## src/rtl/posit_pkg.sv

```systemverilog
// Shared width helpers, posit constants and the unpacked-operand bus type for the posit packer.
package posit_pkg;

    function automatic int fw_of(input int n, input int es);
        return n - es - 3;
    endfunction

    function automatic int sw_of(input int n, input int es);
        return $clog2((n - 1) << es) + 2;
    endfunction

    function automatic logic [63:0] maxpos_of(input int n);
        return (64'd1 << (n - 1)) - 64'd1;
    endfunction

    function automatic logic [63:0] minpos_of(input int n);
        return (n > 1) ? 64'd1 : 64'd0;
    endfunction

    function automatic logic [63:0] nar_of(input int n);
        return 64'd1 << (n - 1);
    endfunction

    // Shaped for the default 32-bit, es=2 configuration (scale 9 bits, fraction 29 bits).
    typedef struct packed {
        logic              sign;
        logic signed [8:0] scale;
        logic [28:0]       frac;
        logic              sticky;
        logic              zero;
        logic              nar;
    } unpacked_posit_t;

endpackage

```

## src/rtl/posit_regime_gen.sv

```systemverilog
// Regime run generator: left-aligned regime bits for a clamped k, plus the run length including the terminator.
module posit_regime_gen #(
    parameter int N  = 32,
    parameter int SW = 9,
    localparam int RLW = $clog2(N)
) (
    input  logic signed [SW-1:0] k,
    output logic [N-2:0]         regime,
    output logic [RLW-1:0]       rl
);

    int kv;

    // A positive run that fills the word drops its terminating 0, hence the cap at N-1.
    always_comb begin
        kv = int'(k);
        if (kv >= 0) begin
            regime = ~({(N-1){1'b1}} >> (kv + 1));
            rl     = (kv + 2 > N - 1) ? RLW'(N - 1) : RLW'(kv + 2);
        end else begin
            regime = {1'b1, {(N-2){1'b0}}} >> (-kv);
            rl     = RLW'(1 - kv);
        end
    end

endmodule

```

## src/rtl/posit_encode.sv

```systemverilog
// Posit packer: unpacked sign/scale/fraction to an N-bit posit with RNE rounding and saturation.
// Three register stages (decode, body build, round/pack) that advance and stall as one.
module posit_encode
    import posit_pkg::*;
#(
    parameter int N  = 32,
    parameter int ES = 2,
    localparam int FW = fw_of(N, ES),
    localparam int SW = sw_of(N, ES)
) (
    input  logic                 clk,
    input  logic                 rst_n,
    input  logic                 in_valid,
    output logic                 in_ready,
    input  logic                 in_sign,
    input  logic signed [SW-1:0] in_scale,
    input  logic [FW+1:0]        in_frac,
    input  logic                 in_sticky,
    input  logic                 in_zero,
    input  logic                 in_nar,
    output logic                 out_valid,
    input  logic                 out_ready,
    output logic [N-1:0]         out_posit
);

    localparam int EW   = (ES > 0) ? ES : 1;
    localparam int RLW  = $clog2(N);
    localparam int TW   = ES + FW + 3;
    localparam int BW   = N + FW + ES + 3;
    localparam int KMAX = N - 2;

    localparam logic signed [SW-1:0] K_HI    = SW'(KMAX);
    localparam logic signed [SW-1:0] K_LO    = SW'(-KMAX);
    localparam logic [N-2:0]         MAG_MAX = (N-1)'(maxpos_of(N));
    localparam logic [N-2:0]         MAG_MIN = (N-1)'(minpos_of(N));
    localparam logic [N-1:0]         NAR     = N'(nar_of(N));

    logic advance;
    logic s1_valid, s2_valid, s3_valid;

    // S1: split scale into regime index and exponent, clamp the index
    logic signed [SW-1:0] k_raw, k_clamp;
    logic                 sat_hi, sat_lo;

    always_comb begin
        k_raw   = in_scale >>> ES;
        sat_hi  = k_raw > K_HI;
        sat_lo  = k_raw < K_LO;
        k_clamp = sat_hi ? K_HI : (sat_lo ? K_LO : k_raw);
    end

    logic                 s1_sign, s1_zero, s1_nar, s1_sat_hi, s1_sat_lo, s1_sticky;
    logic signed [SW-1:0] s1_k;
    logic [EW-1:0]        s1_e;
    logic [FW+1:0]        s1_frac;

    // S2: assemble the body and split it into kept/guard/sticky
    logic [N-2:0]   regime;
    logic [RLW-1:0] rl;
    logic [TW-1:0]  tail;
    logic [BW-1:0]  body;

    posit_regime_gen #(.N(N), .SW(SW)) u_regime (
        .k      (s1_k),
        .regime (regime),
        .rl     (rl)
    );

    generate
        if (ES > 0) begin : g_tail_e
            assign tail = {s1_e, s1_frac, s1_sticky};
        end else begin : g_tail_no_e
            assign tail = {s1_frac, s1_sticky};
        end
    endgenerate

    assign body = {regime, {(BW-N+1){1'b0}}} | ({tail, {N{1'b0}}} >> rl);

    logic         s2_sign, s2_zero, s2_nar, s2_sat_hi, s2_sat_lo, s2_guard, s2_sticky;
    logic [N-2:0] s2_kept;

    // S3: round to nearest even, keep the magnitude inside [minpos, maxpos], apply sign
    logic         inc;
    logic [N-1:0] mag_sum;
    logic [N-2:0] mag;
    logic [N-1:0] result;

    always_comb begin
        inc     = s2_guard & (s2_kept[0] | s2_sticky);
        mag_sum = {1'b0, s2_kept} + {{(N-1){1'b0}}, inc};
        if (mag_sum[N-1])
            mag = MAG_MAX;
        else if (mag_sum[N-2:0] == '0)
            mag = MAG_MIN;
        else
            mag = mag_sum[N-2:0];
        if (s2_sat_hi)
            mag = MAG_MAX;
        else if (s2_sat_lo)
            mag = MAG_MIN;
        result = s2_sign ? -{1'b0, mag} : {1'b0, mag};
        if (s2_nar)
            result = NAR;
        else if (s2_zero)
            result = '0;
    end

    logic [N-1:0] s3_posit;

    assign advance   = !s3_valid || out_ready;
    assign in_ready  = advance;
    assign out_valid = s3_valid;
    assign out_posit = s3_posit;

    always_ff @(posedge clk) begin
        if (!rst_n) begin
            s1_valid <= 1'b0;
            s2_valid <= 1'b0;
            s3_valid <= 1'b0;
            s3_posit <= '0;
        end else if (advance) begin
            s1_valid <= in_valid;
            s2_valid <= s1_valid;
            s3_valid <= s2_valid;
            s3_posit <= result;
        end
    end

    always_ff @(posedge clk) begin
        if (advance) begin
            s1_sign   <= in_sign;
            s1_zero   <= in_zero;
            s1_nar    <= in_nar;
            s1_sat_hi <= sat_hi;
            s1_sat_lo <= sat_lo;
            s1_k      <= k_clamp;
            s1_e      <= in_scale[EW-1:0];
            s1_frac   <= in_frac;
            s1_sticky <= in_sticky;

            s2_sign   <= s1_sign;
            s2_zero   <= s1_zero;
            s2_nar    <= s1_nar;
            s2_sat_hi <= s1_sat_hi;
            s2_sat_lo <= s1_sat_lo;
            s2_kept   <= body[BW-1 -: N-1];
            s2_guard  <= body[BW-N];
            s2_sticky <= |body[BW-N-1:0];
        end
    end

endmodule

```

## config.mk

```make
export PLATFORM = sky130hd
export DESIGN_NAME = posit_encode
export DESIGN_NICKNAME = d
export VERILOG_FILES = /design/src/rtl/posit_pkg.sv /design/src/rtl/posit_regime_gen.sv /design/src/rtl/posit_encode.sv
export SDC_FILE = /design/constraint.sdc
export NUM_CORES = 1
export LEC_CHECK = 0
export ABC_AREA = 1
export CORE_MARGIN = 1
export CORE_UTILIZATION = 54
export CTS_CLUSTER_DIAMETER = 100
export DETAILED_ROUTE_END_ITERATION = 7
export HOLD_SLACK_MARGIN = 0.03
export PLACE_DENSITY_LB_ADDON = 0.25
export SYNTH_ARGS = -nofsm -noshare
export SYNTH_HDL_FRONTEND = slang
export SYNTH_SLANG_ARGS = --single-unit
```

## constraint.sdc

```tcl
create_clock -name clk -period 3.1 [get_ports clk]
set_input_delay 0.62 -clock clk [delete_from_list [all_inputs] [get_ports clk]]
set_output_delay 0.62 -clock clk [all_outputs]
set_load 0.005 [all_outputs]
```

layer_met4.png
The bar under the picture is 50 µm long.
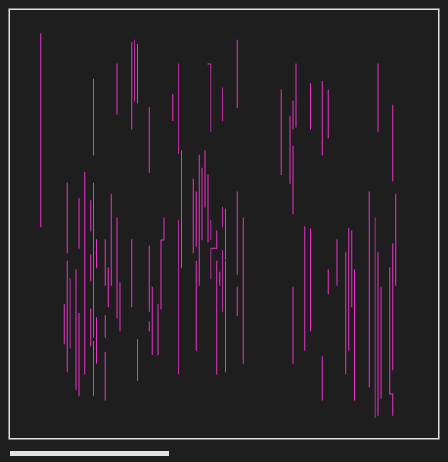
longest straight run: 63.2 µm
wire length on this layer: 2130 µm
nets with wire on the layer: 80
share of all routed wire: 6.5%
main direction: vertical

clk_routes.png
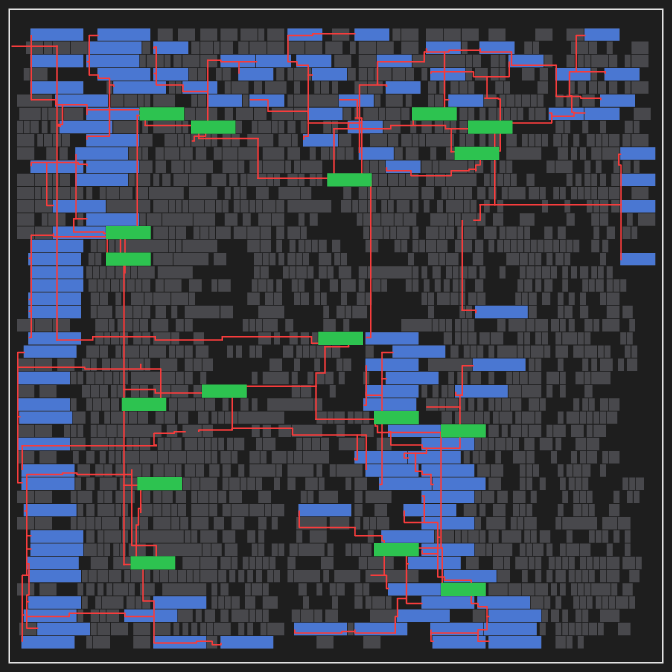
legend:
  clock drivers:
    colour: green
    count: 17
  clock wires:
    colour: red
    length: 1830 µm
  flip-flops:
    colour: blue
    count: 117
routed clock nets: 18
flops lie: all over the die
Clk network pwr share: 0.262
Clk power: 2.07 mW
Final Skew: 0.01647 ns

clocks.png
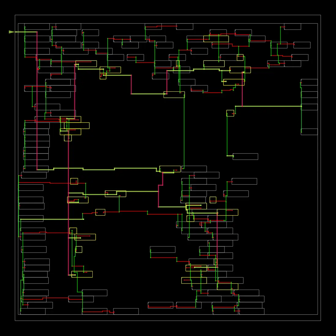
registers: 117
CTS buffer count: 17
worst skew pair latency: 0.44 ns
CLK BUF: 18
Sink Count: 117

io_placement.png
Pins as bars across the die edge, other pins in grey.
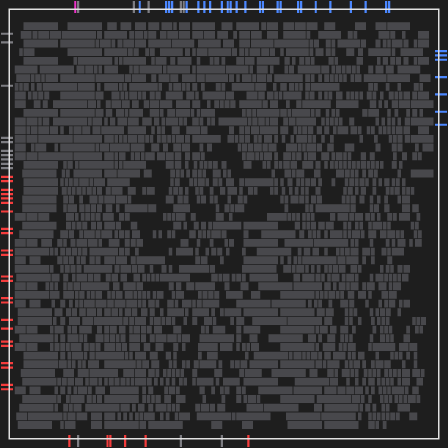
legend:
  `out_posit`:
    colour: blue
    pins: 32
    direction: output
    edge: 25 top, 7 right
  `in_frac`:
    colour: red
    pins: 29
    direction: input
    edge: 23 left, 6 bottom
  `in_nar`:
    colour: magenta
    pins: 1
    direction: input
    edge: top
all pins by edge: 33 left, 31 top, 9 bottom, 7 right

-- state kept, by name, summed over array words and instances, names as in the netlist, 2 cells and up --
register,flops
s1_e,2
s1_k,7
out_posit,32
s2_kept,31
s1_frac,29
-- synth_stat cells (all sizes together) --
| master | instances | area (µm²) |
|---|---|---|
| dfxtp | 35 | 700.7 |
| nand3b | 25 | 187.7 |
| clkinv | 5 | 18.77 |
| a22oi | 1 | 7.510 |
| o2111ai | 15 | 131.4 |
| o21ai | 86 | 445.4 |
| nand4 | 25 | 156.4 |
| a21boi | 6 | 45.04 |
| xor2 | 9 | 78.83 |
| xnor2 | 3 | 26.28 |
| buf | 28 | 158.9 |
| o32ai | 2 | 25.03 |
| and3 | 2 | 12.51 |
| o211ai | 12 | 95.09 |
| a31oi | 3 | 18.77 |
| inv | 128 | 480.5 |
| clkbuf | 29 | 110.1 |
| edfxtp | 82 | 2462 |
| and2 | 4 | 25.02 |
| nor2 | 156 | 654.4 |
| o31ai | 2 | 15.01 |
| nand3 | 223 | 1159 |
| o21bai | 3 | 22.52 |
| nor4 | 4 | 25.02 |
| a21oi | 54 | 270.3 |
| ha | 17 | 212.7 |
| or2 | 4 | 25.03 |
| o221ai | 3 | 26.28 |
| nor3 | 8 | 50.05 |
| o22ai | 1 | 6.260 |
| nand2 | 470 | 1794 |
-- kinds of logic after synthesis --
kind of cell             Yosys count
AND/OR/NAND/NOR                  921
XOR/XNOR                          12
AND-OR/OR-AND                    188
adder cells (fa/ha/maj)           17
flip-flops                       117
buffers and inverters            190
-- cell type report --
type,instances,area (µm²)
Multi-Input combinational cell,1138,6274
Sequential cell,117,3163
Tap cell,220,275.3
Clock buffer,18,429.2
Fill cell,1306,4262
Clock inverter,14,178.9
Timing Repair Buffer,182,1732
Inverter,133,505.5
==> results.sh <==
# yosys + openroad results
export IMPL_viasPerCell=6.007
export IMPL_io_buffer_count=79
export IMPL_outcome="complete, but fails checks"
export IMPL_violations="negative setup slack"
export IMPL_wl_per_cell_um=17.96
export IMPL_wl_met2_um=16090
export IMPL_final_max_slew_viol_count=0
export IMPL_cp_slowest_cell="edfxtp_1"
export IMPL_maxCapViolations=0
export IMPL_critPathLaunch="s1_k[0]"
export IMPL_grt_pass1_wl_um=49150
export IMPL_num_antenna_cells=0
export IMPL_grt_usage=0.3480
export IMPL_hold_path_end="s2_sign"
export IMPL_root_buffer="clkbuf_16"
export IMPL_ctsHoldBuffers=0
export IMPL_drt_pass1_iter_count=6
export IMPL_ys_sh_adder=0.02252
export IMPL_detail_route_antenna_nets=0
export IMPL_worstPathArrival_ns=3.35
export IMPL_first_global_vias=9893
export IMPL_drive_gt1_frac=0.2072
export IMPL_grt_max_degree=86
export IMPL_critical_path_max_stage_delay_ns=0.41
export IMPL_yosysCellCount=1445
export IMPL_setup_slack_ns=-0.07628
export IMPL_synth_area_um2=9447
export IMPL_drtIter0Drc=1134
export IMPL_htree_levels=4
export IMPL_cp_num_buf_inv=3
export IMPL_fin_tns_setup_ns=-0.3237
export IMPL_synth_flops=117
export IMPL_use_met3=0.05367
export IMPL_clock_fmax_ghz=0.3148
export IMPL_critPathTopFamily="simple AND/OR/NAND/NOR gates"
export IMPL_post_cts_resized=21
export IMPL_setup_viol=9
export IMPL_routabilityCongestion=1.020
export IMPL_die_y_um=134.3
export IMPL_worstSetupPathType="reg2reg"
export IMPL_worst_r2r_cell_count=20
export IMPL_min_period_over_period=1.025
export IMPL_ctsLongestPathBuffers=2
export IMPL_synth_avg_cell_area_um2=6.537
export IMPL_powerDensity_nw_per_um2=630.7
export IMPL_top_logic_kind="simple AND/OR/NAND/NOR gates"
export IMPL_place_ws_ns=-0.1517
export IMPL_initCoreUtil=0.5617
export IMPL_hold_viol_final=0
export IMPL_gr_total_overflow=0
export IMPL_endpoint="s2_sticky"
export IMPL_place_hpwl_um=22930
export IMPL_yosysWarnings=0
export IMPL_ys_types=50
export IMPL_instances_no_fill=1822
export IMPL_r2r_end="s2_sticky"
Power figures rest on the tool's default switching activity, not on a simulated workload.
